**Met1 routing**

Supply wires on this layer in grey.
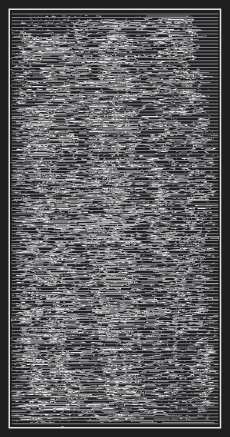
**M2 wires**

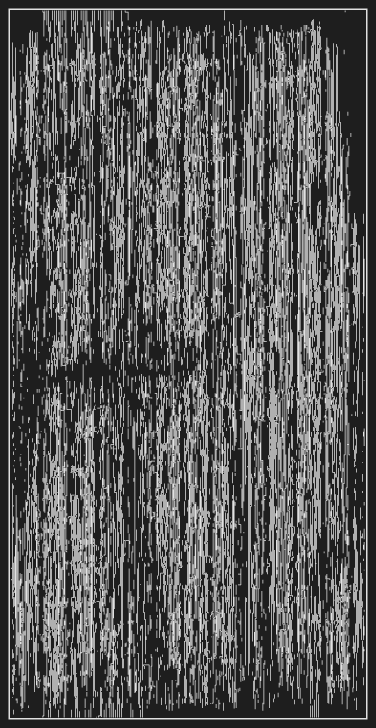
**The metal 3 layer**

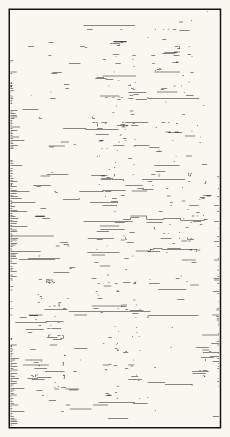
**Metal 4**

The bar under the picture is 50 um long. Supply wires on this layer in grey. Cells faint in the background.
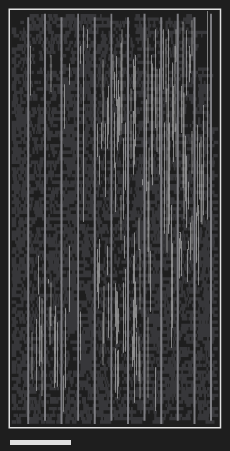
**The clock network**

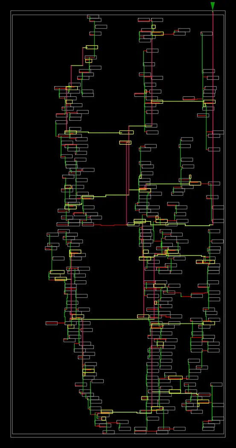
### config.mk
export PLATFORM = sky130hd
export DESIGN_NAME = der_box_pipe
export DESIGN_NICKNAME = d
export VERILOG_FILES = /design/src/rtl/der_box_pipe.sv
export SDC_FILE = /design/constraint.sdc
export NUM_CORES = 1
export LEC_CHECK = 0
export ABC_AREA = 1
export CORE_ASPECT_RATIO = 2
export CORE_UTILIZATION = 50
export DETAILED_ROUTE_END_ITERATION = 7
export PLACE_DENSITY = 0.71
export SYNTH_ARGS = -nofsm -noshare
export SYNTH_HDL_FRONTEND = slang
export SYNTH_SLANG_ARGS = --single-unit
export TNS_END_PERCENT = 5
### constraint.sdc
create_clock -name clk -period 5.1 [get_ports clk]
set_clock_uncertainty 0.1 [all_clocks]
set_input_delay 1.02 -clock clk [delete_from_list [all_inputs] [get_ports clk]]
set_output_delay 1.02 -clock clk [all_outputs]
set_load 0.005 [all_outputs]
### src/rtl/der_box_pipe.sv
// der_box_pipe: four-stage signed box-filter derivative for the Hessian path.
// Per beat, in_mode selects between the Dxx/Dyy form
//   (A+E)-(D+H)-3*((B+F)-(C+G))
// and the diagonal form
//   (A+E)+(D+H)-(B+F)-(C+G).
// The result is computed at full precision, then clipped to OUT_WIDTH bits.
//
// Handshake: a beat moves across an interface on a rising clk edge where
// valid & ready are both 1. Once out_valid is high, d_out/d_sat stay stable
// until out_ready accepts them. The pipeline advances as a whole
// (adv = ~out_valid | out_ready), and in_ready is exactly adv.
module der_box_pipe #(
  parameter int DATA_WIDTH = 28,
  parameter int OUT_WIDTH  = 30,
  parameter int CNT_WIDTH  = 16
) (
  input  logic                        clk,
  input  logic                        rst_n,
  input  logic                        in_valid,
  output logic                        in_ready,
  input  logic                        in_mode,
  input  logic [DATA_WIDTH-1:0]       A,
  input  logic [DATA_WIDTH-1:0]       B,
  input  logic [DATA_WIDTH-1:0]       C,
  input  logic [DATA_WIDTH-1:0]       D,
  input  logic [DATA_WIDTH-1:0]       E,
  input  logic [DATA_WIDTH-1:0]       F,
  input  logic [DATA_WIDTH-1:0]       G,
  input  logic [DATA_WIDTH-1:0]       H,
  output logic                        out_valid,
  input  logic                        out_ready,
  output logic signed [OUT_WIDTH-1:0] d_out,
  output logic                        d_sat,
  output logic [CNT_WIDTH-1:0]        sat_cnt,
  input  logic                        sat_cnt_clr
);

  localparam int S1W = DATA_WIDTH + 1;
  localparam int S2W = DATA_WIDTH + 3;
  localparam int S3W = DATA_WIDTH + 5;

  // Clip bounds, sign-extended to the full-precision width
  localparam logic signed [S3W-1:0] SAT_MAX =
    {{(S3W-OUT_WIDTH+1){1'b0}}, {(OUT_WIDTH-1){1'b1}}};
  localparam logic signed [S3W-1:0] SAT_MIN =
    {{(S3W-OUT_WIDTH+1){1'b1}}, {(OUT_WIDTH-1){1'b0}}};

  logic w_adv;

  // Stage 1: unsigned pair sums
  logic           r_v1, r_m1;
  logic [S1W-1:0] r_sae, r_sdh, r_sbf, r_scg;

  // Stage 2: signed p/q
  logic                  r_v2, r_m2;
  logic signed [S2W-1:0] r_p2, r_q2;
  logic signed [S2W-1:0] w_sae, w_sdh, w_sbf, w_scg;

  // Stage 3: p delayed, w = q or 3*q
  logic                  r_v3;
  logic signed [S3W-1:0] r_p3, r_w3;
  logic signed [S3W-1:0] w_p2x, w_q2x;

  // Stage 4: final difference and clip
  logic signed [S3W-1:0]       w_r;
  logic                        w_hi, w_lo;
  logic signed [OUT_WIDTH-1:0] w_dout;
  logic                        r_v4;

  assign w_adv     = ~r_v4 | out_ready;
  assign in_ready  = w_adv;
  assign out_valid = r_v4;

  // Zero-extend the unsigned sums into the signed domain
  assign w_sae = $signed({2'b00, r_sae});
  assign w_sdh = $signed({2'b00, r_sdh});
  assign w_sbf = $signed({2'b00, r_sbf});
  assign w_scg = $signed({2'b00, r_scg});

  // Sign-extend stage-2 values to the full-precision width
  assign w_p2x = {{2{r_p2[S2W-1]}}, r_p2};
  assign w_q2x = {{2{r_q2[S2W-1]}}, r_q2};

  // Final difference and clip to the output range
  always_comb begin
    w_r    = r_p3 - r_w3;
    w_hi   = (w_r > SAT_MAX);
    w_lo   = (w_r < SAT_MIN);
    w_dout = w_r[OUT_WIDTH-1:0];
    if (w_hi) begin
      w_dout = {1'b0, {(OUT_WIDTH-1){1'b1}}};
    end else if (w_lo) begin
      w_dout = {1'b1, {(OUT_WIDTH-1){1'b0}}};
    end
  end

  // Stage 1: register pair sums and the mode tag for the accepted beat
  always_ff @(posedge clk or negedge rst_n) begin
    if (!rst_n) begin
      r_v1  <= 1'b0;
      r_m1  <= 1'b0;
      r_sae <= '0;
      r_sdh <= '0;
      r_sbf <= '0;
      r_scg <= '0;
    end else if (w_adv) begin
      r_v1  <= in_valid;
      r_m1  <= in_mode;
      r_sae <= {1'b0, A} + {1'b0, E};
      r_sdh <= {1'b0, D} + {1'b0, H};
      r_sbf <= {1'b0, B} + {1'b0, F};
      r_scg <= {1'b0, C} + {1'b0, G};
    end
  end

  // Stage 2: combine the pair sums according to mode
  always_ff @(posedge clk or negedge rst_n) begin
    if (!rst_n) begin
      r_v2 <= 1'b0;
      r_m2 <= 1'b0;
      r_p2 <= '0;
      r_q2 <= '0;
    end else if (w_adv) begin
      r_v2 <= r_v1;
      r_m2 <= r_m1;
      r_p2 <= r_m1 ? (w_sae + w_sdh) : (w_sae - w_sdh);
      r_q2 <= r_m1 ? (w_sbf + w_scg) : (w_sbf - w_scg);
    end
  end

  // Stage 3: weight q by 3 (shift-add) in Dxx/Dyy mode; delay p alongside
  always_ff @(posedge clk or negedge rst_n) begin
    if (!rst_n) begin
      r_v3 <= 1'b0;
      r_p3 <= '0;
      r_w3 <= '0;
    end else if (w_adv) begin
      r_v3 <= r_v2;
      r_p3 <= w_p2x;
      r_w3 <= r_m2 ? w_q2x : ((w_q2x <<< 1) + w_q2x);
    end
  end

  // Stage 4: output registers load only when a valid beat advances into them
  always_ff @(posedge clk or negedge rst_n) begin
    if (!rst_n) begin
      r_v4  <= 1'b0;
      d_out <= '0;
      d_sat <= 1'b0;
    end else if (w_adv) begin
      r_v4 <= r_v3;
      if (r_v3) begin
        d_out <= w_dout;
        d_sat <= w_hi | w_lo;
      end
    end
  end

  // Saturation event counter: clear wins, increment sticks at all-ones
  always_ff @(posedge clk or negedge rst_n) begin
    if (!rst_n) begin
      sat_cnt <= '0;
    end else if (sat_cnt_clr) begin
      sat_cnt <= '0;
    end else if (r_v4 && out_ready && d_sat && !(&sat_cnt)) begin
      sat_cnt <= sat_cnt + {{(CNT_WIDTH-1){1'b0}}, 1'b1};
    end
  end

endmodule

==> out/results.txt <==
Switch Pwr: 0.01214 W
critical path startpoint category: input port
worst path required time: 3.98 ns
WL met2: 49470 um
Overall Global Routing Usage: 0.3226
Fillers: 5695
status: completed
Largest Register: r_w3
H-tree Lvls: 1
CP Max Fanout: 27
Placement Setup Slack: 1.269 ns
comb_multi_in: 3412
layout cells sized above 1: 0.03713
clock network area share: 0.02887
Top delay family on crit path: buffers and inverters
die area: 0.05836 mm^2
critical path startpoint: out_ready
flip-flop count of the largest register after layout: 33
CTS clk-pin slew, worst paths: 0.07 ns
sw frac: 0.5519
setup TNS: 0 ns
Post-DP HPWL: 77400 um
Synth Cell Area: 0.02867 mm^2
CP Class: in -> out
Non-clock buffer share: 0.08909
Post-CTS Setup Inserts: 0
Dominant flop cell: dfrtp_1
ys async rst share: 1.000
Die X-Extent: 171.3 um
busiest grt layer: met2
met1 wire length: 34940 um
fin nets: 5169
Synth Seq Share: 0.2575
hold slack: 0.3646 ns
crit-path most repeated cell: clkdlybuf4s50_1
# Taps: 750
# Cells Yosys: 4410
Slew Viols, Final: 0
hold depth: 2
top sig layer: met4
Tmin final: 3.516 ns
Slew Limit Headroom: 0.3265
min-delay src: r_p2[12]$_DFFE_PN0N_
achievable frequency: 284.4 MHz
final setup margin: 1.584 ns
Worst IR Drop VDD: 0.3210 mV
initial DRC count: 1780
Floorplan Utilization: 0.5076
Rows: 123
Hold Path Sink: r_p3[12]$_DFFE_PN0N_
Tot Pwr: 0.02200 W
Logic cell area: 0.01860 mm^2
flops & latches, synth: 295
critical path, cell by cell: clkdlybuf4s50_1 > nor2_4 > inv_6 > clkdlybuf4s50_1
r2r setup slk: 1.71 ns
met3 wire len: 3112 um
IO Port Bufs: 278
Worst Tran Pin Value: 1.010 ns
Root Driver: clkbuf_16
Slowest cell on crit path: clkdlybuf4s50_1
Worst path depth: 4
P_seq: 0.00425 W
Final Setup Violations: 0
Design Area, Final: 0.03312 mm^2
CTS Buffer Depth: 3
global route overflow: 0
ANT cells: 0
Static Leakage: 16.64 nW
Post-DP Area: 0.03216 mm^2
dominant kind of cell: multi-input combinational cells
Finished Layout Cells: 5409
About 'met1 routing':
wire length on this layer	34.9 mm
nets with wire on the layer	4788
longest straight run	78.2 um
main direction	horizontal
share of all routed wire	37%
met1 GRT Util: 0.3330
Total Wirelength: 94080 um

About 'M2 wires':
wire length on this layer	49.5 mm
longest straight run	127 um
met2 usage: 0.6135
DR vias: 29840

About 'the metal 3 layer':
nets with wire on the layer	499
longest straight run	66.2 um
wire length on this layer	3110 um
main direction	horizontal
met3 usage: 0.02308

About 'metal 4':
wire length on this layer	6560 um
share of all routed wire	7.0%

About 'the clock network':
count of clock buffers in the final design: 42
TritonCTS sink count: 295
cts bufs inserted: 28
registers: 295
Insertion Delay late pin: 0.61 ns

-- synth_stat cells, drive strengths merged, types with 45 or more instances --
| library cell | count | area [um^2] |
|---|---|---|
| a21oi | 365 | 1951 |
| clkbuf | 73 | 275.3 |
| dfrtp | 295 | 7382 |
| ha | 291 | 3641 |
| inv | 608 | 2282 |
| nand2 | 1195 | 4523 |
| nand3 | 328 | 1667 |
| nand4 | 48 | 300.3 |
| nor2 | 389 | 1463 |
| nor3 | 66 | 340.3 |
| o21ai | 357 | 1787 |
| o21bai | 45 | 337.8 |
| or2 | 53 | 331.6 |
| xor2 | 57 | 499.2 |
Power and IR drop assume default switching activity.
